Figure 1. Signal metal coverage by tile (run 1).
(2 px per um) 33 x 33 tiles, from dark purple (low) to yellow (high), scaled to the fullest tile. Values are wire area over tile area, all layers added.
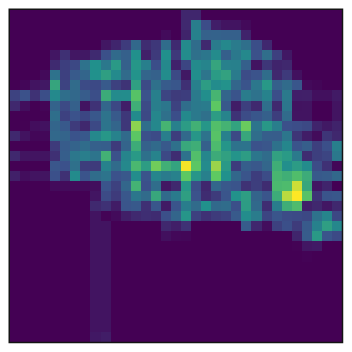
Figure 2. Cell classes on the final placement (run 1).
(3 px per um)
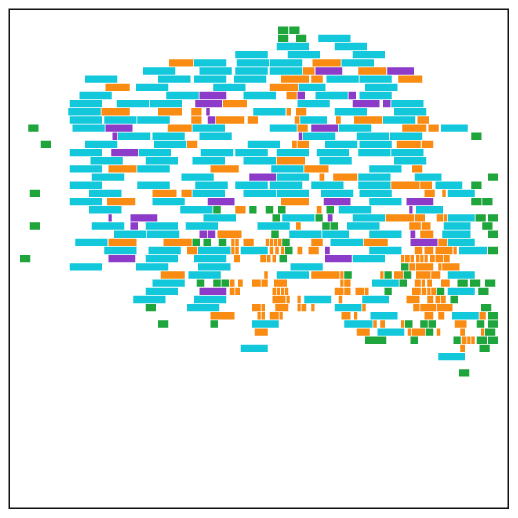
Figure 3. Drive-strength map (run 1).
(1.5 px per um)
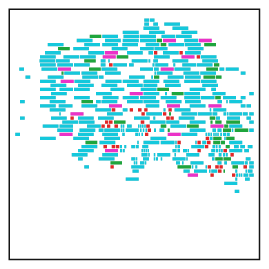
[src/rtl/sync_fifo_param.sv]
// Parametrised synchronous FIFO with fill level, thresholds,
// flush, and sticky overflow/underflow flags.
module sync_fifo_param #(
  parameter int WIDTH    = 8,
  parameter int DEPTH    = 16,
  parameter int AF_LEVEL = DEPTH - 2,
  parameter int AE_LEVEL = 2
) (
  input  logic                   clk,
  input  logic                   reset,
  input  logic                   flush,
  input  logic                   err_clr,
  input  logic                   wr,
  input  logic [WIDTH-1:0]       wr_data,
  input  logic                   rd,
  output logic [WIDTH-1:0]       rd_data,
  output logic                   rd_valid,
  output logic                   full,
  output logic                   empty,
  output logic                   almost_full,
  output logic                   almost_empty,
  output logic [$clog2(DEPTH):0] count,
  output logic                   overflow,
  output logic                   underflow
);

  localparam int AW = $clog2(DEPTH);
  localparam int CW = AW + 1;

  localparam logic [CW-1:0] DEPTH_C = CW'(DEPTH);
  localparam logic [CW-1:0] AF_C    = CW'(AF_LEVEL);
  localparam logic [CW-1:0] AE_C    = CW'(AE_LEVEL);

  logic [WIDTH-1:0] mem_q [DEPTH];

  logic [AW-1:0]    wr_ptr_q, wr_ptr_d;
  logic [AW-1:0]    rd_ptr_q, rd_ptr_d;
  logic [CW-1:0]    count_q, count_d;
  logic [WIDTH-1:0] rd_data_q, rd_data_d;
  logic             rd_valid_q, rd_valid_d;
  logic             full_q, full_d;
  logic             empty_q, empty_d;
  logic             af_q, af_d;
  logic             ae_q, ae_d;
  logic             ovf_q, ovf_d;
  logic             unf_q, unf_d;

  logic rd_ok;
  logic wr_ok;

  // A read frees a slot in the same edge, so a full FIFO
  // still takes a write when a read is accepted alongside.
  assign rd_ok = rd & ~empty_q;
  assign wr_ok = wr & (~full_q | rd_ok);

  always_comb begin
    wr_ptr_d   = wr_ptr_q;
    rd_ptr_d   = rd_ptr_q;
    count_d    = count_q;
    rd_data_d  = rd_data_q;
    rd_valid_d = 1'b0;
    ovf_d      = (ovf_q & ~err_clr) | (wr & ~wr_ok);
    unf_d      = (unf_q & ~err_clr) | (rd & ~rd_ok);

    if (flush) begin
      wr_ptr_d = '0;
      rd_ptr_d = '0;
      count_d  = '0;
    end else begin
      if (wr_ok) begin
        wr_ptr_d = wr_ptr_q + AW'(1);
      end
      if (rd_ok) begin
        rd_ptr_d   = rd_ptr_q + AW'(1);
        rd_data_d  = mem_q[rd_ptr_q];
        rd_valid_d = 1'b1;
      end
      unique case ({wr_ok, rd_ok})
        2'b10:   count_d = count_q + CW'(1);
        2'b01:   count_d = count_q - CW'(1);
        default: count_d = count_q;
      endcase
    end

    full_d  = (count_d == DEPTH_C);
    empty_d = (count_d == '0);
    af_d    = (count_d >= AF_C);
    ae_d    = (count_d <= AE_C);
  end

  always_ff @(posedge clk) begin
    if (wr_ok && !flush) begin
      mem_q[wr_ptr_q] <= wr_data;
    end
  end

  always_ff @(posedge clk or negedge reset) begin
    if (!reset) begin
      wr_ptr_q   <= '0;
      rd_ptr_q   <= '0;
      count_q    <= '0;
      rd_data_q  <= '0;
      rd_valid_q <= 1'b0;
      full_q     <= 1'b0;
      empty_q    <= 1'b1;
      af_q       <= 1'b0;
      ae_q       <= 1'b1;
      ovf_q      <= 1'b0;
      unf_q      <= 1'b0;
    end else begin
      wr_ptr_q   <= wr_ptr_d;
      rd_ptr_q   <= rd_ptr_d;
      count_q    <= count_d;
      rd_data_q  <= rd_data_d;
      rd_valid_q <= rd_valid_d;
      full_q     <= full_d;
      empty_q    <= empty_d;
      af_q       <= af_d;
      ae_q       <= ae_d;
      ovf_q      <= ovf_d;
      unf_q      <= unf_d;
    end
  end

  assign rd_data      = rd_data_q;
  assign rd_valid     = rd_valid_q;
  assign full         = full_q;
  assign empty        = empty_q;
  assign almost_full  = af_q;
  assign almost_empty = ae_q;
  assign count        = count_q;
  assign overflow     = ovf_q;
  assign underflow    = unf_q;

endmodule

[config.mk]
export PLATFORM = sky130hd
export DESIGN_NAME = sync_fifo_param
export DESIGN_NICKNAME = d
export VERILOG_FILES = /design/src/rtl/sync_fifo_param.sv
export SDC_FILE = /design/constraint.sdc
export NUM_CORES = 1
export LEC_CHECK = 0
export ABC_AREA = 0
export CAP_MARGIN = 20
export CORE_MARGIN = 3
export CORE_UTILIZATION = 25
export DETAILED_ROUTE_END_ITERATION = 8
export SLEW_MARGIN = 20
export SYNTH_ARGS = -nofsm -noshare
export SYNTH_HDL_FRONTEND = slang
export SYNTH_SLANG_ARGS = --single-unit
[constraint.sdc]
create_clock -name clk -period 2.8 [get_ports clk]
set_input_delay 0.7 -clock clk [delete_from_list [all_inputs] [get_ports clk]]
set_output_delay 0.7 -clock clk [all_outputs]
set_load 0.03 [all_outputs]
==> results.json, run 1 <==
{
  "cts_made_buffers": 17,
  "top_logic_kind": "multiplexers",
  "dieArea_mm2": 0.0275,
  "worstSetupEndpointType": "register",
  "min-delay-path-class": "register to register",
  "num-fill-cells": 2373,
  "slew_violations": 0,
  "ys_sh_adder_pct": 1.57,
  "ys_seq_share_pct": 71.2,
  "synthXorXnorAreaFrac_pct": 1.51,
  "crit_path_end": "full$_DFF_PN0_",
  "slew_headroom_pct": 51.5,
  "drive_above_1_share_pct": 23.6,
  "hpwl_um": 8500,
  "final.min_clock_period_ps": 2700,
  "yosysWarnings": 0,
  "placed_cells": 724,
  "synthTopCellsByArea": "edfxtp_1 (60%), dfrtp_1 (10%), mux4_1 (7.0%)",
  "cts.clk_slew.worst_paths_ps": 60,
  "rsz0062_at_grt": "false",
  "power.density_mw_per_mm2": 752,
  "synthDistinctLibCells": 39,
  "crit_type": "input port to register",
  "worstHoldPathCells": 1,
  "wirelength_um": 12800,
  "pre_cts_ws_ps": -445,
  "bufAreaShareNonClock_pct": 7.81,
  "cap_violations": 0,
  "grt_max_degree": 36,
  "synth_area_per_cell_um2": 18.1,
  "grtUsageTotal_pct": 9.75,
  "reg2reg_from": "empty$_DFF_PN1_",
  "floorplan.nets": 374,
  "max_freq_ghz": 0.371,
  "setup_tns_ps": 0,
  "ys_sh_aoi_pct": 3.07,
  "postCtsHoldBufs": 0,
  "ys_cells": 352,
  "grt_pass1_vias": 3565,
  "worst-endpoint-required_ps": 3120,
  "cts_setup_buffers": 0,
  "ys_async_sr_fraction_pct": 17.9,
  "status": "completed",
  "num_tap_cells": 324,
  "fin_area_mm2": 0.00785,
  "hold_ws_ps": 517,
  "yosysTopAreaCell": "edfxtp_1",
  "cts_tree": "built",
  "ys.flops": 156,
  "cts_max_level": 4,
  "max_stage_delay_ps": 480,
  "synth_top_area_share_pct": 60.2,
  "firstDrtPassIters": 4,
  "largestClassByArea": "sequential cells",
  "num-clock-buffers": 20,
  "core_area_mm2": 0.0247,
  "vias": 3388,
  "simple_gate_area_share_pct": 5.25,
  "ys.flop_type": "edfxtp_1",
  "reg2reg_to": "full$_DFF_PN0_",
  "instances_no_fill": 756,
  "drt_iter0_drc": 238,
  "final-seq-area_mm2": 0.00455,
  "whs_endpoint": "rd_data[6]$_DFFE_PN0P_",
  "finalHoldViolations": 0,
  "worst-r2r-cell-count": 11,
  "nNonClkBuffers": 69,
  "inverters": 8,
  "dpl_cell_area_mm2": 0.00729,
  "logic_gate_count": 167,
  "intPower_w": 0.00432,
  "clock_area_share_pct": 6.54,
  "rows": 57,
  "worst_ep_arrival_time_ps": 3020,
  "flops": 156,
  "final_util_pct": 31.7,
  "ant_nets": 0,
  "io_buffers": 33,
  "layout_top_cell": "edfxtp_1",
  "start_kind": "input port",
  "cts_root_buffer": "clkbuf_16",
  "clock_skew_ps": 6.29,
  "vias_per_cell": 4.48,
  "drc": 0,
  "antenna-diode-count": 0,
  "grt_remaining_overflow": 0,
  "setup_violations": 0,
  "wire_per_inst_um": 17.0,
  "critPathLaunch": "rd",
  "cts_sinks": 156,
  "leakage_nw": 2.63,
  "tightest_slew_ps": 724,
  "clk_latency_ps": 420,
  "p_switching_w": 0.00158,
  "die_h_um": 166,
  "path_cells": "clkdlybuf4s50_1 -> nand2b_1 -> a21boi_2 -> inv_2 -> ha_1 -> xor2_1 -> ha_2 -> a21oi_2 -> mux2i_2 -> xnor2_2 -> nor3b_2 -> nor4bb_2",
  "period_used_pct": 96.3,
  "power_frac_comb_pct": 19.7,
  "hold_start": "rd_data[6]$_DFFE_PN0P_"
}
About Figure 1:
mean over tiles: 0.073
emptiest ninth of the die: south
nearly empty tiles: 49%

About Figure 2:
[clock drivers and dummy loads] purple | cells: 32 | share of their area: 6.9%
[flip-flops] cyan | cells: 156 | share of their area: 61%
[other buffers and delay cells] green | cells: 69 | share of their area: 8.2%
[all other logic] orange | cells: 175 | share of their area: 24%

About Figure 3:
[drive 1 or less] cyan | cells: 330 | share: 76%
[drive 6 and up] magenta | cells: 18 | share: 4.2%
[drive 2] green | cells: 42 | share: 9.7%
[drive 3 to 4] red | cells: 42 | share: 9.7%

-- run 1: state kept, by name (all words and copies together), names as in the netlist --
| name | flops |
|---|---|
| mem_q | 128 |
| rd_data | 8 |
| count | 5 |
| rd_ptr_q | 4 |
| wr_ptr_q | 4 |
| almost_empty | 1 |
| almost_full | 1 |
| empty | 1 |
| full | 1 |
| overflow | 1 |
| rd_valid | 1 |
| underflow | 1 |
-- run 1: synth_stat cells, types with 3 or more instances --
cell / number
mux2_2: 8
inv_1: 8
buf_1: 3
xnor2_1: 5
nor2_1: 29
xor2_1: 6
o21ai_0: 3
edfxtp_1: 128
dfrtp_1: 26
mux2i_1: 9
nand2b_1: 5
clkbuf_1: 11
nor2b_1: 4
a221o_1: 8
ha_1: 8
nor3_1: 14
a21oi_1: 6
mux4_1: 17
buf_2: 3
nand2_1: 14
mux4_2: 15
-- run 1: timing repair --
item,CTS,global route
pin swaps,1,2
gates resized,0,8
endpoints found under the setup margin,1,5
-- run 1: power by group through the flow --
stage	registers [W]	logic, W	clock network [W]
2_1_floorplan	0.00293	0.000571	0
3_3_place_gp	0.00279	0.00113	0
3_5_place_dp	0.00279	0.00115	0
4_1_cts	0.00275	0.00115	0.00204
5_1_grt	0.00277	0.00125	0.00215
6_report	0.00275	0.00116	0.00199
-- run 1: worst max-delay path, delay by kind of cell --
kind | cells | cell delay, ps
simple gates | 3 | 510
compound gates | 2 | 300
xor+xnor | 2 | 300
buf+inv | 2 | 530
mux | 1 | 270
fa+ha+maj | 2 | 410
-- run 1: per-layer routing --
layer  routed length, um  part of all wire (%)  global-route usage [%]
met1                5700                    44                    12.7
met2                6280                    49                    15.8
met3                 664                   5.2                    2.64
met4                 193                   1.5                    3.29
met5                   0                     0                       0
==> run 2, diff against run 1 <==
==> constraint.sdc (replaced) <==
create_clock -name clk -period 3.4 [get_ports clk]
set_input_delay 0.85 -clock clk [delete_from_list [all_inputs] [get_ports clk]]
set_output_delay 0.85 -clock clk [all_outputs]
set_load 0.03 [all_outputs]
==> run 2 against run 1 <==
Setup slack gained 250 ps. Non-clock buffer count down 8. Clock skew is 2.4 ps higher. Routed wire length increased by 0.41%. Largest power group unchanged. Critical path depth stayed put. Die size stayed put. Sequential power decreased by 17%. Highest routed layer unchanged. Final cell count shrank 1.1%. Combinational power down 23%. Worst hold slack worse by 1.2 ps. First-iteration DRC count is 20% higher. Sequential cell count unchanged.
==> results.json, run 2 <==
{
  "status": "completed",
  "clk_latency_ps": 420,
  "path_cells": "clkdlybuf4s50_1 -> nand2b_1 -> a21boi_1 -> inv_1 -> ha_1 -> xor2_1 -> ha_1 -> a21oi_1 -> mux2i_1 -> xnor2_1 -> nor3b_1 -> nor4bb_1",
  "hold_ws_ps": 516,
  "rows": 57,
  "cap_violations": 0,
  "largest_reg_flops": 128,
  "ir_worst_vdd_mv": 0.418,
  "drt_iter0_drc": 285,
  "ioPinCount": 34,
  "hpwl_um": 8560,
  "ys_cells": 352,
  "grt_remaining_overflow": 0,
  "cts_setup_buffers": 0,
  "clock_skew_ps": 8.67,
  "dpl_cell_area_mm2": 0.00722,
  "ys_chip_area_mm2": 0.00639,
  "dr_wl_met2_um": 6310,
  "globalRouteMet1Util_pct": 12.7,
  "synthTopCellsByArea": "edfxtp_1 (60%), dfrtp_1 (10%), mux4_1 (7.0%)",
  "final_util_pct": 31.8,
  "synth_top_area_share_pct": 60.2,
  "cts_sinks": 156,
  "gr-usage-met2_pct": 15.8,
  "place_congestion": 0.782,
  "tightest_slew_ps": 1040,
  "ys.flop_type": "edfxtp_1",
  "worst-endpoint-required_ps": 3720,
  "slew_headroom_pct": 30.9,
  "synth.cell_area_mm2": 0.00639,
  "finalHoldViolations": 0,
  "grt_use_met3_pct": 3.40,
  "wl_met1_um": 5740,
  "leakage_nw": 2.66,
  "dieArea_mm2": 0.0275,
  "grt_pass1_vias": 3439,
  "nets": 433,
  "slowest_stage": "clkdlybuf4s50_1",
  "wirelength_um": 12900,
  "num-fill-cells": 2344,
  "crit_top_cell": "ha_1",
  "yosysTopAreaCell": "edfxtp_1",
  "setup_violations": 0,
  "vias": 3328,
  "core_area_mm2": 0.0247,
  "met3_length_um": 748,
  "tool_warnings": 30,
  "cts_max_level": 4,
  "setup_tns_ps": 0,
  "vias_per_cell": 4.45,
  "grt_max_degree": 36,
  "ys_seq_share_pct": 71.2,
  "top_layer_used": "met4",
  "instances_no_fill": 748,
  "synthDistinctLibCells": 39,
  "r2r_slack_ps": 810,
  "wire_per_inst_um": 17.2,
  "power.density_mw_per_mm2": 659,
  "firstDrtPassIters": 4,
  "areaGrowthSynthToFinish_pct": 23.0,
  "fin_area_mm2": 0.00786,
  "antenna-diode-count": 0,
  "layout_top_cells": "edfxtp_1 (128), clkdlybuf4s50_1 (33), nor2_1 (29)",
  "period_used_pct": 89.7,
  "io_buffers": 33,
  "rsz0062_at_grt": "false",
  "cts_resized": 0,
  "power.total_w": 0.00518,
  "drc": 0,
  "edf_count": 128,
  "grtUsageTotal_pct": 9.72,
  "ant_nets": 0,
  "placed_cells": 716,
  "cts_root_buffer": "clkbuf_16",
  "worstHoldPathCells": 1,
  "synth.most_common_cell": "edfxtp_1",
  "start_kind": "input port",
  "worst_ep_arrival_time_ps": 3370,
  "cts_tree": "built",
  "slew_violations": 0,
  "grt_busiest_layer": "met2",
  "max_freq_ghz": 0.328,
  "grt_pass1_wl_um": 20400,
  "max_stage_delay_ps": 480,
  "die_x_um": 166,
  "clk_path_buf_depth": 2,
  "layout_top_cell": "edfxtp_1",
  "setup_slack_ps": 351,
  "floorplan.nets": 374,
  "crit_type": "input port to register",
  "worstSetupEndpointType": "register",
  "synth_area_per_cell_um2": 18.1,
  "cts_made_buffers": 17,
  "common_cells": "edfxtp_1 (128), nor2_1 (29), dfrtp_1 (26), mux4_1 (17), mux4_2 (15)",
  "yosysWarnings": 0,
  "drive_above_1_share_pct": 20.3,
  "syn_inst": 352,
  "ys.flops": 156,
  "min-delay-path-class": "register to register",
  "die_h_um": 166,
  "fp-utilization_pct": 25.8,
  "cts.clk_slew.worst_paths_ps": 60,
  "worst-r2r-cell-count": 11,
  "pre_cts_ws_ps": -54.6,
  "antenna_found_initial": 0,
  "ys_async_sr_fraction_pct": 17.9,
  "cp_max_fo": 4,
  "postCtsHoldBufs": 0,
  "final.min_clock_period_ps": 3050,
  "regMostFlops": "mem_q"
}
run 2: cell count changes in the layout (fill, tap and decap cells not counted), sizes merged:
cell	delta
bufinv	+4
inv	+3
clkinv	-2
buf	-8
clkbuf	+1
clkinvlp	-6
run 2: path summary, 6_finish.rpt:
check                                       startpoint                     end
worst max-delay path                                rd          full$_DFF_PN0_
worst min register to register  rd_data[0]$_DFFE_PN0P_  rd_data[0]$_DFFE_PN0P_
worst max register to register         empty$_DFF_PN1_          full$_DFF_PN0_
min in group asynchronous                        reset      count[0]$_DFF_PN0_
worst min-delay path            rd_data[0]$_DFFE_PN0P_  rd_data[0]$_DFFE_PN0P_
max in group asynchronous                        reset  almost_empty$_DFF_PN1_
run 2: power breakdown:
| group | internal (W) | switching [W] |
|---|---|---|
| logic | 0.000431 | 0.000465 |
| clock network | 0.00128 | 0.000732 |
| registers | 0.00217 | 0.0000983 |
| total | 0.00389 | 0.00130 |
run 2: kinds of logic after synthesis:
group                      after synthesis  share of synthesized area (%)
AOI/OAI and AO/OA                       26                           3.08
xor gates and xnor gates                11                           1.51
adders and majority gates                8                           1.57
buffers and inverters                   29                           2.33
DFF                                    156                           71.2
muxes                                   49                           15.1
and+or+nand+nor                         73                           5.25
run 2: final cells by class:
type | instances | area (um^2) | share of cell area, %
clock buffers | 21 | 460 | 5.86
repair buffers | 61 | 541 | 6.88
well taps | 324 | 405 | 5.16
clock inverters | 11 | 183 | 2.32
flip-flops and latches | 156 | 4550 | 57.9
inverters | 8 | 30.0 | 0.382
multi-input cells | 167 | 1690 | 21.5
run 2: critical path: cells and delay by family:
family	cells	cell delay [ps]
xor+xnor	2	320
compound gates	2	370
fa+ha+maj	2	440
mux	1	260
simple gates	3	560
buf+inv	2	570
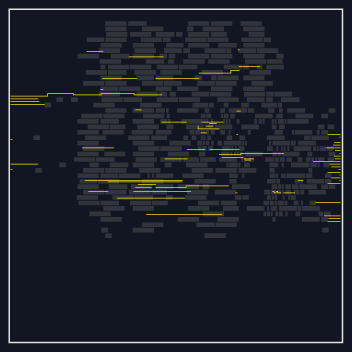
Figure 4: run 2, metal 3.
(2 px per um)
share of all routed wire: 5.8%
longest straight run: 48.8 um
nets with wire on the layer: 52
main direction: horizontal

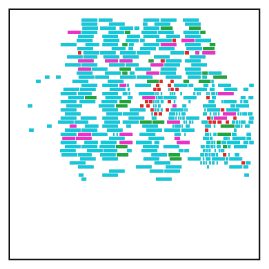
Figure 5: run 2, drive-strength map.
(1.5 px per um)
[drive 2] green | cells: 28 | share: 6.6%
[drive 1 or less] cyan | cells: 338 | share: 80%
[drive 6 and up] magenta | cells: 26 | share: 6.1%
[drive 3 to 4] red | cells: 32 | share: 7.5%

Power and IR drop assume default switching activity.
